run_1/power_grid.png
Bar = 20 um. Pins as bars on the die edge. Tap cells in grey.
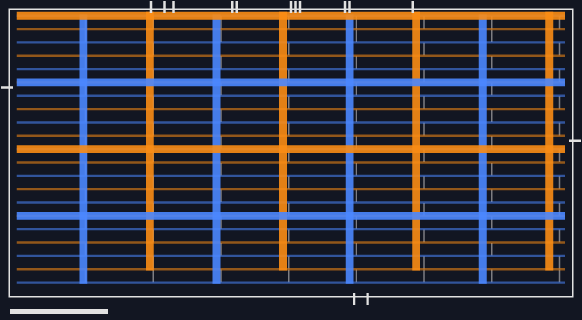
run_1/placement_by_type.png
Bar = 20 um.
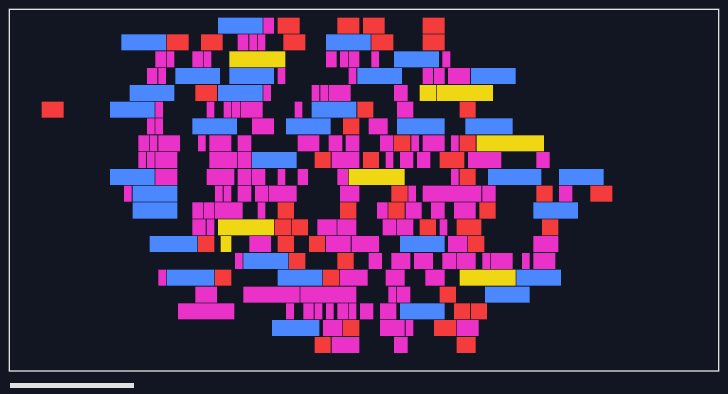
run_1/clk_routes.png
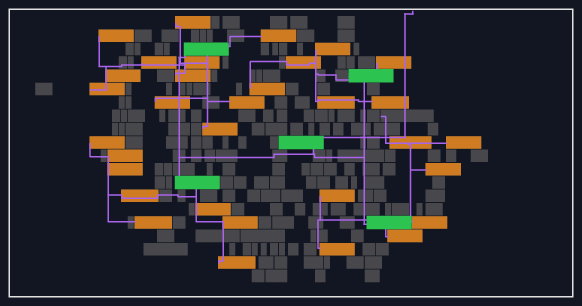
### config.mk
export PLATFORM = sky130hd
export DESIGN_NAME = uart_rx_oversample
export DESIGN_NICKNAME = d
export VERILOG_FILES = /design/src/rtl/uart_rx_oversample.sv
export SDC_FILE = /design/constraint.sdc
export NUM_CORES = 1
export LEC_CHECK = 0
export CAP_MARGIN = 10
export CORE_ASPECT_RATIO = 0.5
export CORE_MARGIN = 1
export CORE_UTILIZATION = 25
export DETAILED_ROUTE_END_ITERATION = 12
export SLEW_MARGIN = 40
export SYNTH_ARGS = -nofsm -noshare
export SYNTH_HDL_FRONTEND = slang
export SYNTH_SLANG_ARGS = --single-unit
### constraint.sdc
create_clock -name sysclk -period 1.85 [get_ports sysclk]
set_clock_uncertainty 0.2 [all_clocks]
set_input_delay 0.37 -clock sysclk [delete_from_list [all_inputs] [get_ports sysclk]]
set_output_delay 0.37 -clock sysclk [all_outputs]
set_load 0.005 [all_outputs]
### src/rtl/uart_rx_oversample.sv
// UART receiver driven by a 16x oversampling tick; 2-of-3 majority vote around mid-bit,
// LSB-first data, sticky framing-error flag and single-cycle word-valid pulse.
module uart_rx_oversample #(
    parameter int DATA_BITS = 8,
    parameter int OVS       = 16
) (
    input  logic                 sysclk,
    input  logic                 reset,
    input  logic                 sample_en,
    input  logic                 rx,
    output logic [DATA_BITS-1:0] rx_data,
    output logic                 rx_status,
    output logic                 frame_err,
    output logic                 busy
);

    localparam int IDX_W = $clog2(DATA_BITS);
    localparam logic [3:0] CNT_MID  = 4'(OVS / 2);
    localparam logic [3:0] CNT_LAST = 4'(OVS - 1);

    typedef enum logic [2:0] {IDLE, START, DATA, STOP, WAIT_HIGH} state_t;

    logic                 rx_meta_reg, rx_s_reg;
    state_t               state_reg, state_next;
    logic [3:0]           cnt_reg, cnt_next;
    logic [IDX_W-1:0]     bit_idx_reg, bit_idx_next;
    logic [DATA_BITS-1:0] data_sr_reg, data_sr_next;
    logic                 s_early_reg, s_early_next;
    logic                 s_mid_reg, s_mid_next;
    logic [DATA_BITS-1:0] rx_data_reg, rx_data_next;
    logic                 rx_status_reg, rx_status_next;
    logic                 frame_err_reg, frame_err_next;
    logic                 maj;
    logic                 at_decide;

    // The third vote is the live synchronized sample on the decision tick.
    assign maj = (s_early_reg & s_mid_reg) | (s_early_reg & rx_s_reg) | (s_mid_reg & rx_s_reg);
    assign at_decide = sample_en && (cnt_reg == CNT_MID + 4'd1);

    always_ff @(posedge sysclk) begin
        if (!reset) begin
            rx_meta_reg   <= 1'b1;
            rx_s_reg      <= 1'b1;
            state_reg     <= IDLE;
            cnt_reg       <= '0;
            bit_idx_reg   <= '0;
            data_sr_reg   <= '0;
            s_early_reg   <= 1'b1;
            s_mid_reg     <= 1'b1;
            rx_data_reg   <= '0;
            rx_status_reg <= 1'b0;
            frame_err_reg <= 1'b0;
        end else begin
            rx_meta_reg   <= rx;
            rx_s_reg      <= rx_meta_reg;
            state_reg     <= state_next;
            cnt_reg       <= cnt_next;
            bit_idx_reg   <= bit_idx_next;
            data_sr_reg   <= data_sr_next;
            s_early_reg   <= s_early_next;
            s_mid_reg     <= s_mid_next;
            rx_data_reg   <= rx_data_next;
            rx_status_reg <= rx_status_next;
            frame_err_reg <= frame_err_next;
        end
    end

    // Each shift-register position only loads on its own data bit's decision tick.
    generate
        for (genvar gi = 0; gi < DATA_BITS; gi++) begin : g_sr
            assign data_sr_next[gi] = (state_reg == DATA && at_decide && bit_idx_reg == IDX_W'(gi))
                                      ? maj : data_sr_reg[gi];
        end
    endgenerate

    always_comb begin
        state_next     = state_reg;
        cnt_next       = cnt_reg;
        bit_idx_next   = bit_idx_reg;
        s_early_next   = s_early_reg;
        s_mid_next     = s_mid_reg;
        rx_data_next   = rx_data_reg;
        rx_status_next = 1'b0;
        frame_err_next = frame_err_reg;

        if (sample_en) begin
            if (cnt_reg == CNT_MID - 4'd1) s_early_next = rx_s_reg;
            if (cnt_reg == CNT_MID)        s_mid_next   = rx_s_reg;

            case (state_reg)
                IDLE: begin
                    if (!rx_s_reg) begin
                        state_next = START;
                        cnt_next   = '0;
                    end
                end
                START: begin
                    cnt_next = cnt_reg + 4'd1;
                    if (at_decide && maj) begin
                        state_next = IDLE;
                        cnt_next   = '0;
                    end else if (cnt_reg == CNT_LAST) begin
                        state_next   = DATA;
                        bit_idx_next = '0;
                    end
                end
                DATA: begin
                    cnt_next = cnt_reg + 4'd1;
                    if (cnt_reg == CNT_LAST) begin
                        if (bit_idx_reg == IDX_W'(DATA_BITS - 1)) state_next = STOP;
                        else bit_idx_next = bit_idx_reg + 1'b1;
                    end
                end
                STOP: begin
                    cnt_next = cnt_reg + 4'd1;
                    if (at_decide) begin
                        // Returning half a bit early leaves room to catch the next start edge.
                        cnt_next       = '0;
                        rx_data_next   = data_sr_reg;
                        rx_status_next = maj;
                        frame_err_next = !maj;
                        state_next     = maj ? IDLE : WAIT_HIGH;
                    end
                end
                WAIT_HIGH: begin
                    if (rx_s_reg) state_next = IDLE;
                end
                default: begin
                    state_next = IDLE;
                    cnt_next   = '0;
                end
            endcase
        end
    end

    assign rx_data   = rx_data_reg;
    assign rx_status = rx_status_reg;
    assign frame_err = frame_err_reg;
    assign busy      = (state_reg != IDLE);

endmodule

==> flow_metrics.rpt, run 1 <==
==== FLOW RESULTS ====
----------------------------------------------------
[Setup path]
  Critical R2R Launch ........................ bit_idx_reg[1]
  Worst path required time ........................ 1.82 ns
  Logic depth of the worst register-to-register path ........................ 7
  Endpoint of the lowest-slack register-to-register path ........................ bit_idx_reg[0]
  Worst R2R Setup Slack ........................ -0.09 ns
  Worst setup startpoint ........................ bit_idx_reg[1]
  CP max FO ........................ 4
  Crit end category ........................ register

[Logic synthesis]
  And-or/or-and share of the synthesized area ........................ 0.0972
  Tally of unique sky130hd cells used after synthesis ........................ 38
  Post-synth seq share ........................ 0.404
  Mapped Avg Cell Area ........................ 9.05 um^2
  Syn Nets ........................ around 190
  Dominant kind of combinational cell ........................ simple AND/OR/NAND/NOR gates
  Post-synth design cell area ........................ 1580 um^2
  Number of instances in the synthesized netlist ........................ 175
  Cells in synth_stat.txt ........................ 175
  Syn. warnings ........................ 0
  Portion of netlist area occupied by mux cells ........................ 0.0956
  Chip area line of the yosys report ........................ 1580 um^2
  Xor/xnor cell area share of the yosys netlist ........................ 0.0111
  Adder-cell area share of the yosys netlist ........................ 0.0782
  Number of synthesized register bits ........................ 32
  And+or+nand+nor area frac ........................ 0.266

[Global route]
  Overall routing resource usage ........................ 0.116
  Global-route wire length before repair ........................ a little under 6 mm
  GR Overflow Total ........................ 0
  Via count of the first global-routing pass ........................ 1312

[Routing]
  Remaining DRCs ........................ 0
  Routed length per placed instance ........................ 11.3 um
  Post-DR vias/cell ........................ 4.38
  Detailed-routing iteration count for the pre-antenna-repair pass ........................ 4
  Total routed wirelength ........................ roughly 3.5 mm
  Drt initial violations ........................ 22
  Vias ........................ about 1300
  Antenna-violating nets left ........................ 0

[Timing]
  Final tally of max-slew violations ........................ 0
  Peak Freq ........................ approximately 520 MHz
  Setup slack after layout ........................ -0.0862 ns
  Slew HR ........................ 0.595
  Number of failing setup endpoints in the final timing report ........................ 5
  Worst Hold Slack ........................ 0.228 ns
  Share of the clock period used by the worst path after layout ........................ 1.05
  Setup repair after global routing missed its margin ........................ true

[Run status]
  Run status ........................ complete, but fails checks
  Violated checks ........................ negative setup slack

[Min path]
  Endpoint of the worst hold path ........................ rx_s_reg
  Tightest Hold Check Type ........................ register to register
  Number of cells traversed by the worst hold path ........................ 1

[Placed design]
  Sum of net half-perimeters after detailed placement ........................ 2.51 mm
  RePlAce Congestion ........................ 0.735
  Total placed instance area ........................ 2040 um^2

[Power and ir drop]
  Leak Pwr ........................ 0.917 nW
  Highest ir drop seen on vdd ........................ roughly 0.0003 V
  Total design power ........................ 0.00173 W
  P per Cell Area ........................ 764 nW/um^2

[Clock tree]
  Clock buffer depth ........................ 2
  Clock tree from TritonCTS ........................ built
  TritonCTS sink count ........................ 32
  Clock-pin slew on the worst setup and hold paths ........................ 0.05 ns
  Number of levels the H-tree was split into ........................ 2
  Hold buffers post-CTS ........................ 0
  Buffer cell driving the clock tree root ........................ clkbuf_16

[Finish]
  Design area ........................ between 2000 and 2500 um^2
  Leading cell type in the layout, fill and taps excluded ........................ buf_4
  Net total in the final layout ........................ 232
  Area added between synthesis and finish ........................ 42.7%
  Highest-count cells in the layout ignoring fill and taps ........................ buf_4, dfxtp_1, nand2_1
  Antenna cell count ........................ 0
  Filler-free cell count of the finished design ........................ between 300 and 400

[Die]
  Horizontal die dimension ........................ 115 um
  Starting density of the core ........................ 0.260
  Number of standard-cell rows in the floorplan ........................ 20
  Number of primary I/O pins ........................ 15
  Die area ........................ about 6700 um^2
  Core box area ........................ 6080 um^2

[Job]
  Tool warnings ........................ 35
  # Max-Cap Violations ........................ 0

----------------------------------------------------
-- power_grid.png (at the start) --
net	colour
VSS	blue
VDD	orange
met1 rails	21
met4 straps	8
met5 straps	4

-- placement_by_type.png (at the start) --
class	colour	cells
combinational and other logic	magenta	133
other buffers and delay cells	red	47
flops	blue	32
clock drivers and dummy loads	yellow	8

-- clk_routes.png (at the start) --
[flip-flops] orange | count: 32
[clock wires] purple | length: 457 um
[clock drivers] green | count: 5
routed clock nets	6
power attributed to the clock group: 0.000934 W
clk_lat worst skew: 0.28 ns

run 1: worst max path at each step:
stage / to / slack [ns] / cells past startpoint
floorplan: state_reg[1] / -0.1 / 6
global placement: state_reg[1] / -0.36 / 5
detailed placement: state_reg[1] / -0.38 / 5
CTS: bit_idx_reg[0] / -0.09 / 7
global route: bit_idx_reg[0] / -0.17 / 7
finish: bit_idx_reg[0] / -0.09 / 7
run 1: per-layer routing:
layer	vias to the layer above	global-route usage	part of all wire
met3	8	0.0314	0.025
met5	-	0	0
li1	697	-	-
met2	13	0.197	0.46
met1	630	0.137	0.50
met4	0	0.0612	0.023
run 1: synth_stat cells:
| cell type | number | area [um^2] |
|---|---|---|
| a21oi_1 | 10 | 50.1 |
| nand4bb_1 | 1 | 11.3 |
| o2111ai_4 | 1 | 26.3 |
| and4b_1 | 1 | 10.0 |
| clkbuf_1 | 5 | 18.8 |
| and3_1 | 3 | 18.8 |
| xor2_1 | 1 | 8.76 |
| or3_1 | 2 | 12.5 |
| o21ai_0 | 1 | 5.00 |
| a31oi_1 | 2 | 12.5 |
| and2_1 | 2 | 12.5 |
| mux2i_1 | 14 | 140 |
| o31ai_1 | 1 | 7.51 |
| and3b_1 | 1 | 8.76 |
| nor3b_2 | 1 | 12.5 |
| inv_1 | 7 | 26.3 |
| a211oi_2 | 1 | 12.5 |
| a32oi_1 | 1 | 8.76 |
| nand3b_1 | 2 | 15.0 |
| mux2_1 | 1 | 11.3 |
| dfxtp_1 | 32 | 641 |
| o211ai_1 | 1 | 7.51 |
| nand2_1 | 24 | 90.1 |
| nand4_1 | 7 | 43.8 |
| o21ai_1 | 1 | 5.00 |
| nor2_1 | 15 | 56.3 |
| nand2b_1 | 7 | 43.8 |
| maj3_2 | 1 | 11.3 |
| xnor2_1 | 1 | 8.76 |
| or3b_2 | 1 | 8.76 |
| buf_4 | 2 | 15.0 |
| o221ai_1 | 1 | 8.76 |
| buf_2 | 3 | 15.0 |
| or3b_1 | 2 | 17.5 |
| nand3_1 | 5 | 25.0 |
| nand4b_1 | 4 | 35.0 |
| a311o_1 | 1 | 10.0 |
| ha_1 | 9 | 113 |
run 1: repair_timing:
item	4_1_cts	5_1_grt
gates resized	9	4
gates cloned	0	0
setup buffers	2	2
setup endpoints to repair	8	8
pin swaps	4	2
endpoints found under the hold margin	0	0
run 1: power by group:
| part | internal [W] | switching, W | leakage [nW] | total (W) |
|---|---|---|---|---|
| sequential | 0.000694 | 0.00000694 | 0.262 | 0.000701 |
| combinational | 0.0000468 | 0.0000447 | 0.576 | 0.0000916 |
| clock | 0.000631 | 0.000303 | 0.0798 | 0.000934 |
| total | 0.00137 | 0.000355 | 0.917 | 0.00173 |
run 1: worst max-delay path, cell delays in order, from the launching register on:
cell	delay (ns)
dfxtp_2	0.33
ha_4	0.17
ha_4	0.15
or3b_4	0.38
a211oi_2	0.18
buf_4	0.16
mux2i_1	0.19
nor2_1	0.05
run 1: area by class of cell:
class	instances	area, um^2
clock buffer	5	125
clock inverter	3	42.5
fill	624	3820
inverter	7	26.3
multi-input combinational	126	912
sequential	32	651
tap	88	110
timing repair buffer	47	394
run_1/placement.png
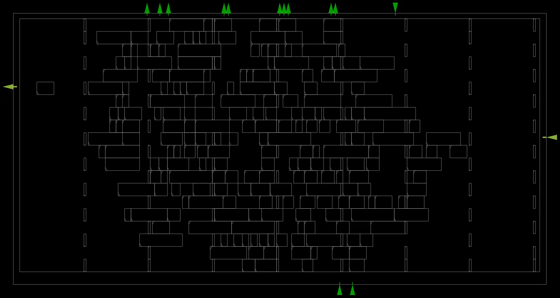

==> run 1 -> run 2 <==
--- a/config.mk
+++ b/config.mk
@@ -10,6 +10,7 @@
 export CORE_MARGIN = 1
 export CORE_UTILIZATION = 25
 export DETAILED_ROUTE_END_ITERATION = 12
+export REMOVE_ABC_BUFFERS = 1
 export SLEW_MARGIN = 40
 export SYNTH_ARGS = -nofsm -noshare
 export SYNTH_HDL_FRONTEND = slang
run_2/placement.png
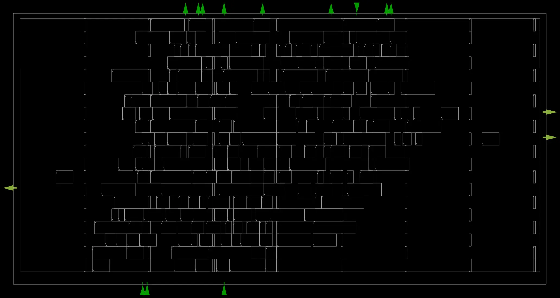
Fillers: 599
total number of sequential cells: 32
filler-free cell count of the finished design: 311
core box area: 6080 um^2

==> run 2 against run 1 <==
Compared with the run above: the flow still finishes with violations (negative setup slack); register-to-register slack barely moved; die size did not move; synthesized area did not move; critical endpoint is now bit_idx_reg[2].
==> flow_metrics.rpt, run 2 <==
==== FLOW RESULTS ====
----------------------------------------------------
[Routing]
  Routed length per placed instance ........................ 12.1 um (+6.8%)
  Post-DR vias/cell ........................ 4.45 (+1.8%)
  Remaining DRCs ........................ 0 (unchanged)
  Total routed wirelength ........................ 3.75 mm (+7.9%)

[Setup path]
  Worst R2R Setup Slack ........................ -0.07 ns (about the same)
  Logic depth of the worst register-to-register path ........................ 7 (unchanged)
  CP max FO ........................ 4 (unchanged)
  Critical R2R Launch ........................ bit_idx_reg[1]
  Worst path required time ........................ 1.82 ns (about the same)
  Worst setup startpoint ........................ bit_idx_reg[1]
  Crit end category ........................ register

[Timing]
  Share of the clock period used by the worst path after layout ........................ 1.04 (-0.00652)
  Peak Freq ........................ 520 MHz (+0.63%)
  Setup slack after layout ........................ -0.0742 ns (+0.0121 ns)
  Setup repair after global routing missed its margin ........................ true
  Worst Hold Slack ........................ 0.215 ns (-0.0133 ns)
  Slew HR ........................ 0.588 (-0.00635)
  Number of failing setup endpoints in the final timing report ........................ 4 (-1)
  Final tally of max-slew violations ........................ 0 (unchanged)

[Logic synthesis]
  Top cells by area ........................ dfxtp_1, mux2i_1, ha_1, nand2_1, nor2_1
  Syn. warnings ........................ 0 (unchanged)
  Chip area line of the yosys report ........................ 1580 um^2 (unchanged)
  Tally of unique sky130hd cells used after synthesis ........................ 38 (unchanged)
  Area fraction of the dominant cell type after synthesis ........................ 0.404 (unchanged)
  Cells in synth_stat.txt ........................ 175 (unchanged)
  Mapped Avg Cell Area ........................ 9.05 um^2 (unchanged)
  Async set or reset register ratio after synthesis ........................ 0 (unchanged)
  Post-synth design cell area ........................ 1580 um^2 (unchanged)
  Number of flops mapped to enable cells by yosys ........................ 0 (unchanged)
  Number of instances in the synthesized netlist ........................ 175 (unchanged)
  Post-synth top area cell ........................ dfxtp_1
  Post-synth seq share ........................ 0.404 (unchanged)

[Die]
  Number of standard-cell rows in the floorplan ........................ 20 (unchanged)
  Starting density of the core ........................ 0.260 (unchanged)
  Horizontal die dimension ........................ 115 um (unchanged)
  Number of primary I/O pins ........................ 15 (unchanged)

[Global route]
  Busiest grt layer ........................ met2
  Overall routing resource usage ........................ 0.123 (+0.00676)
  Via count of the first global-routing pass ........................ 1347 (+2.7%)
  Global-route wire length before repair ........................ 6.21 mm (+6.1%)
  Met3 Use GR ........................ 0.0293 (-0.00209)
  Met2 routing resource usage after global routing ........................ 0.186 (-0.0113)

[Power and ir drop]
  Cell internal pwr ........................ 0.00145 W (+5.6%)
  Logic pwr share ........................ 0.053 (about the same)
  Leak Pwr ........................ 0.950 nW (+3.6%)
  P per Cell Area ........................ 771 nW/um^2 (+0.89%)
  Highest ir drop seen on vdd ........................ 0.000314 V (+4.7%)
  Sw Pwr ........................ 0.000350 W (-1.2%)

[Run status]
  Run status ........................ complete, but fails checks
  Violated checks ........................ negative setup slack

[Clock tree]
  Number of levels the H-tree was split into ........................ 2 (unchanged)
  Clock-pin slew on the worst setup and hold paths ........................ 0.05 ns (about the same)
  Clock tree from TritonCTS ........................ built

[Finish]
  Leading cell type in the layout, fill and taps excluded ........................ buf_4
  Area added between synthesis and finish ........................ 47.5%
  Design area ........................ 2340 um^2 (+3.3%)
  Highest-count cells in the layout ignoring fill and taps ........................ buf_4, dfxtp_1, nand2_1
  Antenna cell count ........................ 0 (unchanged)

[Min path]
  Endpoint of the worst hold path ........................ rx_s_reg
  Tightest Hold Check Type ........................ register to register
  Number of cells traversed by the worst hold path ........................ 1 (unchanged)

[Job]
  Tool warnings ........................ 33 (-5.7%)
  # Max-Cap Violations ........................ 0 (unchanged)

[Placed design]
  Total placed instance area ........................ 2020 um^2 (-0.74%)
  RePlAce Congestion ........................ 0.807 (+9.7%)

----------------------------------------------------
run_2/wires.png
Bar = 20 um. Two of the layers only.
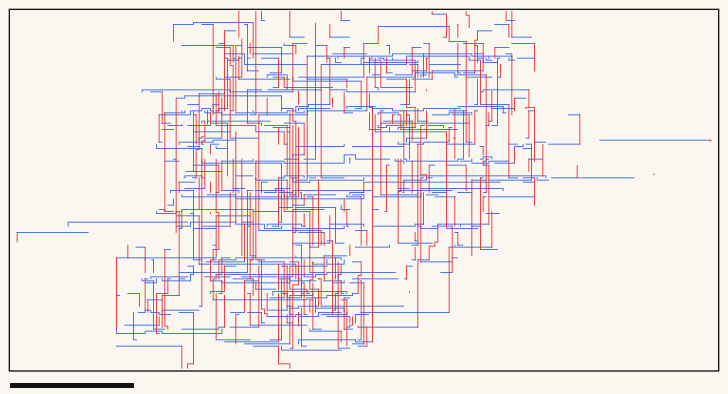
layer	colour	wire length
metal 2	red	1690 um
metal 1	blue	1920 um

-- run 2: cell counts after synthesis --
Identical to the previous run, type by type.
-- run 2: power groups by stage --
stage                     clock network, W  registers (W)   logic, W
after floorplan                          0       0.000716  0.0000391
after CTS                          0.00102       0.000700  0.0000922
after global routing               0.00105       0.000702   0.000103
after detailed placement                 0       0.000715  0.0000870
final                              0.00100       0.000701  0.0000948
after global placement                   0       0.000715  0.0000852
-- run 2: final cells by class --
cell class	count	area, um^2	area share
multi-input combinational	126	932	0.399
sequential	32	652	0.279
timing repair buffer	50	433	0.185
clock buffer	7	153	0.0653
tap	88	110	0.0471
clock inverter	1	30.0	0.0129
inverter	7	26.3	0.0112
-- run 2: cells by family after synthesis --
logic type	share of synthesized area
compound gates	0.0972
xor+xnor	0.0111
fa+ha+maj	0.0782
buf+inv	0.0474
flops	0.404
mux	0.0956
simple gates	0.266
-- run 2: metal layers --
layer	routed length, um	vias up
li1	-	706
met1	1920	657
met2	1690	17
met3	102	5
met4	41	0
met5	0	-
-- run 2: worst max-delay path: stages (launching register included) --
cell and delay, ns:
dfxtp_2 0.33, ha_4 0.17, ha_4 0.16, or3b_4 0.39, a211oi_2 0.18, buf_4 0.16, mux2i_1 0.18, nor2_1 0.05
-- run 2: metrics by stage --
stage	util	total power, W
finish	0.384	0.00180
global route	0.384	0.00185
CTS	0.376	0.00181
detailed placement	0.333	0.000802
global placement	0.333	0.000801
floorplan	-	0.000755
-- run 2: repair_timing --
action                                  4_1_cts  5_1_grt
gates resized                                18        9
endpoints found under the setup margin       12       26
pin swaps                                     6        8
setup buffers                                 2        4
-- run 2: worst max-delay path by stage --
stage / end / cells after the start / slack (ns)
floorplan: state_reg[1] / 6 / -0.21
global placement: state_reg[1] / 5 / -0.31
detailed placement: cnt_reg[2] / 6 / -0.38
CTS: bit_idx_reg[2] / 7 / -0.09
global route: bit_idx_reg[2] / 7 / -0.20
finish: bit_idx_reg[2] / 7 / -0.07
run_2/placement_by_type.png
Bar = 20 um.
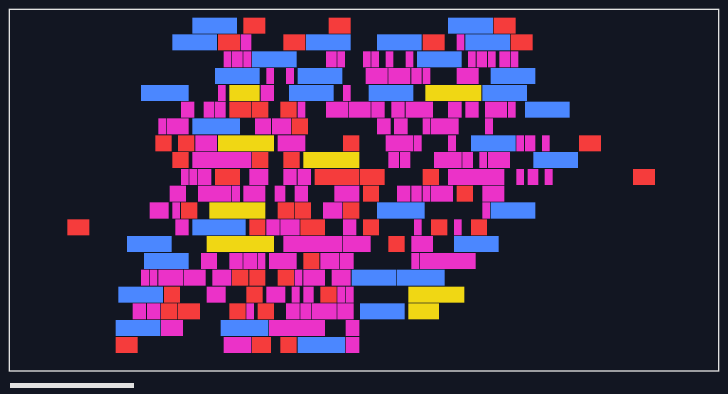

==> run 2 -> run 3 <==
--- a/config.mk
+++ b/config.mk
@@ -11,6 +11,7 @@
 export CORE_UTILIZATION = 25
 export DETAILED_ROUTE_END_ITERATION = 12
 export REMOVE_ABC_BUFFERS = 1
+export SETUP_SLACK_MARGIN = 0.5
 export SLEW_MARGIN = 40
 export SYNTH_ARGS = -nofsm -noshare
 export SYNTH_HDL_FRONTEND = slang
run_3/placement_by_type.png
Bar = 20 um.
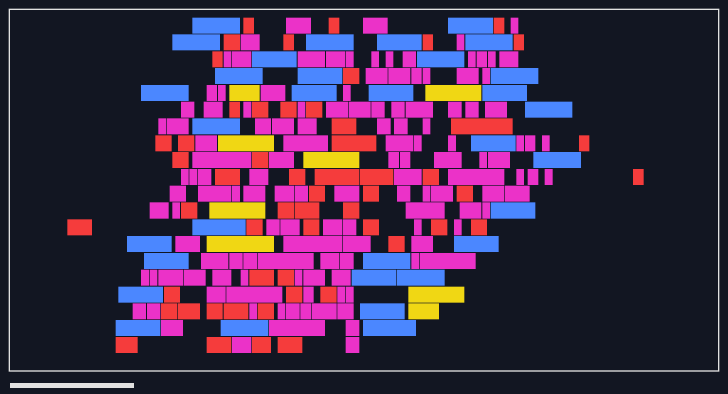
class	colour	cells
other buffers and delay cells	red	55
clock drivers and dummy loads	yellow	8
combinational and other logic	magenta	133
flops	blue	32
design area: 2520 um^2
number of standard-cell rows in the floorplan: 20
fraction of the core area covered by cells at the end of the flow: 0.415
sequential fraction of total cell area: 0.264

run_3/placement.png
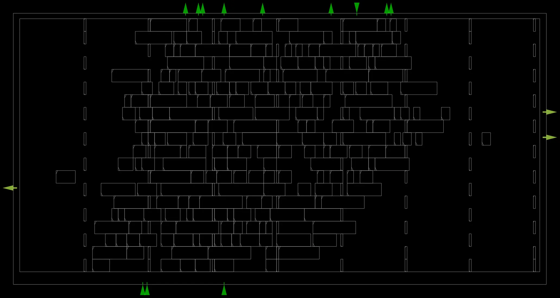
Fillers: 576
Well Taps: 88
filler-free cell count of the finished design: 316

==> run 3 against run 2 <==
Compared with the run above: the run still ends with negative setup slack left; sequential share of layout area shrank 1.5 points; hold slack lost 0.00088 ns; final area grew 8.0%; first-iteration DRC count shrank 45%; final cell count grew 1.6%; count of clock-buffer cells in the layout is the same; via count grew 2.5%; core utilization grew 3.1 points; critical path type unchanged; largest cell class unchanged.
==> flow_metrics.rpt, run 3 <==
==== FLOW RESULTS ====
----------------------------------------------------
[Setup path]
  Critical Path Slowest Stage Cell ........................ or3b_4
  Most prevalent standard cell on the critical path ........................ ha_4
  Crit path cell chain ........................ ha_4 > ha_4 > or3b_4 > a211oi_2 > buf_4 > mux2i_1 > nor2_1
  Number of gates on the worst path with buffers counted ........................ 7 (unchanged)
  Worst path required time ........................ 1.82 ns (about the same)
  End point of the critical path ........................ bit_idx_reg[2]
  Data arrival time of the critical path ........................ 1.90 ns
  Crit path launch type ........................ register
  Delay contributed by the slowest stage of the critical path ........................ 0.39 ns (about the same)
  Logic depth of the worst register-to-register path ........................ 7 (unchanged)
  Endpoint of the lowest-slack register-to-register path ........................ bit_idx_reg[2]
  CP max FO ........................ 4 (unchanged)
  CP bufs+invs ........................ 1 (unchanged)
  Crit end category ........................ register
  Critical path type ........................ register to register
  Worst setup startpoint ........................ bit_idx_reg[1]
  Cell family with the largest share of critical-path delay ........................ simple AND/OR/NAND/NOR gates
  Worst R2R Setup Slack ........................ -0.08 ns (about the same)
  Critical R2R Launch ........................ bit_idx_reg[1]

[Finish]
  Area added between synthesis and finish ........................ 59.3%
  Net total in the final layout ........................ about 240
  Fraction of layout cells with a size suffix above 1 ........................ 0.482
  Leading cell type in the layout, fill and taps excluded ........................ buf_4
  Antenna cell count ........................ 0 (unchanged)
  Highest-count cells in the layout ignoring fill and taps ........................ buf_4, nand2_1, dfxtp_1

[Job]
  Tool warnings ........................ 33 (unchanged)
  # Max-Cap Violations ........................ 0 (unchanged)

[Power and ir drop]
  Leak Pwr ........................ 1.08 nW (+14%)
  Clock network fraction of total power ........................ 0.555
  Sw Pwr ........................ 0.000354 W (+1.0%)
  Cell internal pwr ........................ 0.00145 W (+0.35%)
  Switching share of total power ........................ 0.196
  P per Cell Area ........................ 717 nW/um^2 (-7.0%)
  Highest ir drop seen on vdd ........................ 0.000319 V (+1.5%)
  Sequential group share of total power ........................ 0.387
  Total design power ........................ 0.00181 W (+0.48%)
  Logic pwr share ........................ 0.058 (+0.005)

[Clock tree]
  Clock tree from TritonCTS ........................ built
  CTS buffer count ........................ 5
  Buffer cell driving the clock tree root ........................ clkbuf_16
  Hold buffers post-CTS ........................ 0
  Clock buffer depth ........................ 2
  Clock-pin slew on the worst setup and hold paths ........................ 0.05 ns (about the same)
  TritonCTS sink count ........................ 32
  Clk_lat worst skew ........................ around 0.28 ns
  Number of levels the H-tree was split into ........................ 2 (unchanged)

[Logic synthesis]
  Async set or reset register ratio after synthesis ........................ 0 (unchanged)
  Mapped Avg Cell Area ........................ 9.05 um^2 (unchanged)
  Post-synth top area cell ........................ dfxtp_1
  Chip area line of the yosys report ........................ 1580 um^2 (unchanged)
  Number of synthesized register bits ........................ 32
  Cell types with the highest counts after synthesis ........................ dfxtp_1, nand2_1, nor2_1
  Top FF cell, synth ........................ dfxtp_1
  Number of instances in the synthesized netlist ........................ 175 (unchanged)
  Post-synth design cell area ........................ 1580 um^2 (unchanged)
  Post-synth seq share ........................ 0.404 (unchanged)
  Syn. warnings ........................ 0 (unchanged)
  Top cells by area ........................ dfxtp_1, mux2i_1, ha_1, nand2_1, nor2_1
  Cells in synth_stat.txt ........................ 175 (unchanged)
  Tally of unique sky130hd cells used after synthesis ........................ 38 (unchanged)
  Most frequent cell after synthesis ........................ dfxtp_1
  Area fraction of the dominant cell type after synthesis ........................ 0.404 (unchanged)
  Number of flops mapped to enable cells by yosys ........................ 0 (unchanged)

[Run status]
  Violated checks ........................ negative setup slack
  Run status ........................ complete, but fails checks

[Routing]
  Drt initial violations ........................ roughly 47
  Vias ........................ around 1400
  Antenna-violating nets left ........................ 0
  Routed length per placed instance ........................ 12.7 um (+5.3%)
  Post-DR vias/cell ........................ 4.49 (+0.83%)
  Detailed-routing iteration count for the pre-antenna-repair pass ........................ 4
  Remaining DRCs ........................ 0 (unchanged)
  Total routed wirelength ........................ 4.02 mm (+7.0%)

[Timing]
  Share of the clock period used by the worst path after layout ........................ 1.04 (+0.00247)
  Period minus WS final ........................ between 1.5 and 2 ns
  Number of failing setup endpoints in the final timing report ........................ 5 (+1)
  Setup repair after global routing missed its margin ........................ true
  Peak Freq ........................ 518 MHz (-0.24%)
  Final tally of max-slew violations ........................ 0 (unchanged)
  Slew HR ........................ 0.720 (+0.131)
  Setup slack after layout ........................ -0.0787 ns (-0.00457 ns)
  Fin. Hold Viols ........................ 0
  Actual slew at the worst max-slew pin ........................ 0.418 ns

[Global route]
  GR Overflow Total ........................ 0
  Via count of the first global-routing pass ........................ 1380 (+2.4%)
  Overall routing resource usage ........................ 0.129 (+0.00571)
  Largest net degree at the start of global routing ........................ 13
  Global-route wire length before repair ........................ 6.51 mm (+4.9%)
  Antenna violations before repair ........................ 0

[Placed design]
  RePlAce Congestion ........................ 0.807 (unchanged)
  Number of port buffers ........................ 14
  Total placed instance area ........................ 2020 um^2 (unchanged)
  Cell Count Post-Placement ........................ between 200 and 300
  Sum of net half-perimeters after detailed placement ........................ 2.53 mm

[Die]
  Starting density of the core ........................ 0.260 (unchanged)
  Number of primary I/O pins ........................ 15 (unchanged)
  Die Ht ........................ 58.3 um
  Die area ........................ ~6700 um^2
  Horizontal die dimension ........................ 115 um (unchanged)
  Core box area ........................ 6080 um^2 (unchanged)

[Min path]
  Tightest Hold Check Type ........................ register to register
  Number of cells traversed by the worst hold path ........................ 1 (unchanged)

----------------------------------------------------
==> run 3: cell types whose count changed in the layout (fill, tap and decap cells not counted), sizes merged <==
cell	previous run	this run
clkbuf	7	8
clkdlybuf4s15	1	0
clkdlybuf4s50	12	2
buf	36	51
==> run 3: final cells by class <==
type	count	area, um^2
Fill cell	576	3560
Multi-Input combinational cell	126	1060
Sequential cell	32	666
Timing Repair Buffer	55	477
Clock buffer	7	153
Tap cell	88	110
Clock inverter	1	30.0
Inverter	7	26.3
==> run 3: power by group through the flow <==
stage / clock [W] / sequential, W / combinational (W)
floorplan: 0 / 0.000716 / 0.0000391
global placement: 0 / 0.000715 / 0.0000852
detailed placement: 0 / 0.000715 / 0.0000870
CTS: 0.00102 / 0.000702 / 0.0000949
global route: 0.00105 / 0.000701 / 0.000114
finish: 0.00100 / 0.000701 / 0.000105
==> run 3: worst min path at each step <==
stage,from,to,slack [ns]
3_5_place_dp,rx_meta_reg,rx_s_reg,0.20
2_1_floorplan,rx_meta_reg,rx_s_reg,0.19
4_1_cts,rx_meta_reg,rx_s_reg,0.22
3_3_place_gp,rx_meta_reg,rx_s_reg,0.20
6_report,rx_meta_reg,rx_s_reg,0.21
5_1_grt,rx_meta_reg,rx_s_reg,0.23
==> run 3: timing repair <==
| item | in CTS | in global routing |
|---|---|---|
| setup buffers | 4 | 6 |
| resized | 78 | 36 |
| endpoints found under the setup margin | 41 | 32 |
| hold endpoints to repair | 0 | 0 |
| pin swaps | 17 | 16 |
| cloned | 1 | 0 |
==> run 3: routing by layer <==
metal,track usage,wire (um),vias up
met5,0,0,-
met4,0.0594,56,0
met3,0.0303,78,5
met2,0.197,1870,10
met1,0.172,2010,682
li1,-,-,722
==> run 3: cells by family after synthesis <==
| kind of cell | synth area share |
|---|---|
| AOI/OAI and AO/OA | 0.0972 |
| xor gates and xnor gates | 0.0111 |
| adders and majority gates | 0.0782 |
| buffers and inverters | 0.0474 |
| DFF | 0.404 |
| muxes | 0.0956 |
| and+or+nand+nor | 0.266 |
==> run 3: per-stage QoR <==
step           worst slack (ns)  hold WS, ns   util  TNS (ns)
3_3_place_gp             -0.308        0.198  0.333     -4.75
4_1_cts                 -0.0871        0.220  0.389    -0.394
6_report                -0.0787        0.214  0.415    -0.227
2_1_floorplan            -0.215        0.186      -    -0.684
5_1_grt                  -0.198        0.230  0.415    -0.776
3_5_place_dp             -0.380        0.203  0.333     -5.78
No activity file was given, so power comes from the tool's default toggle rates.
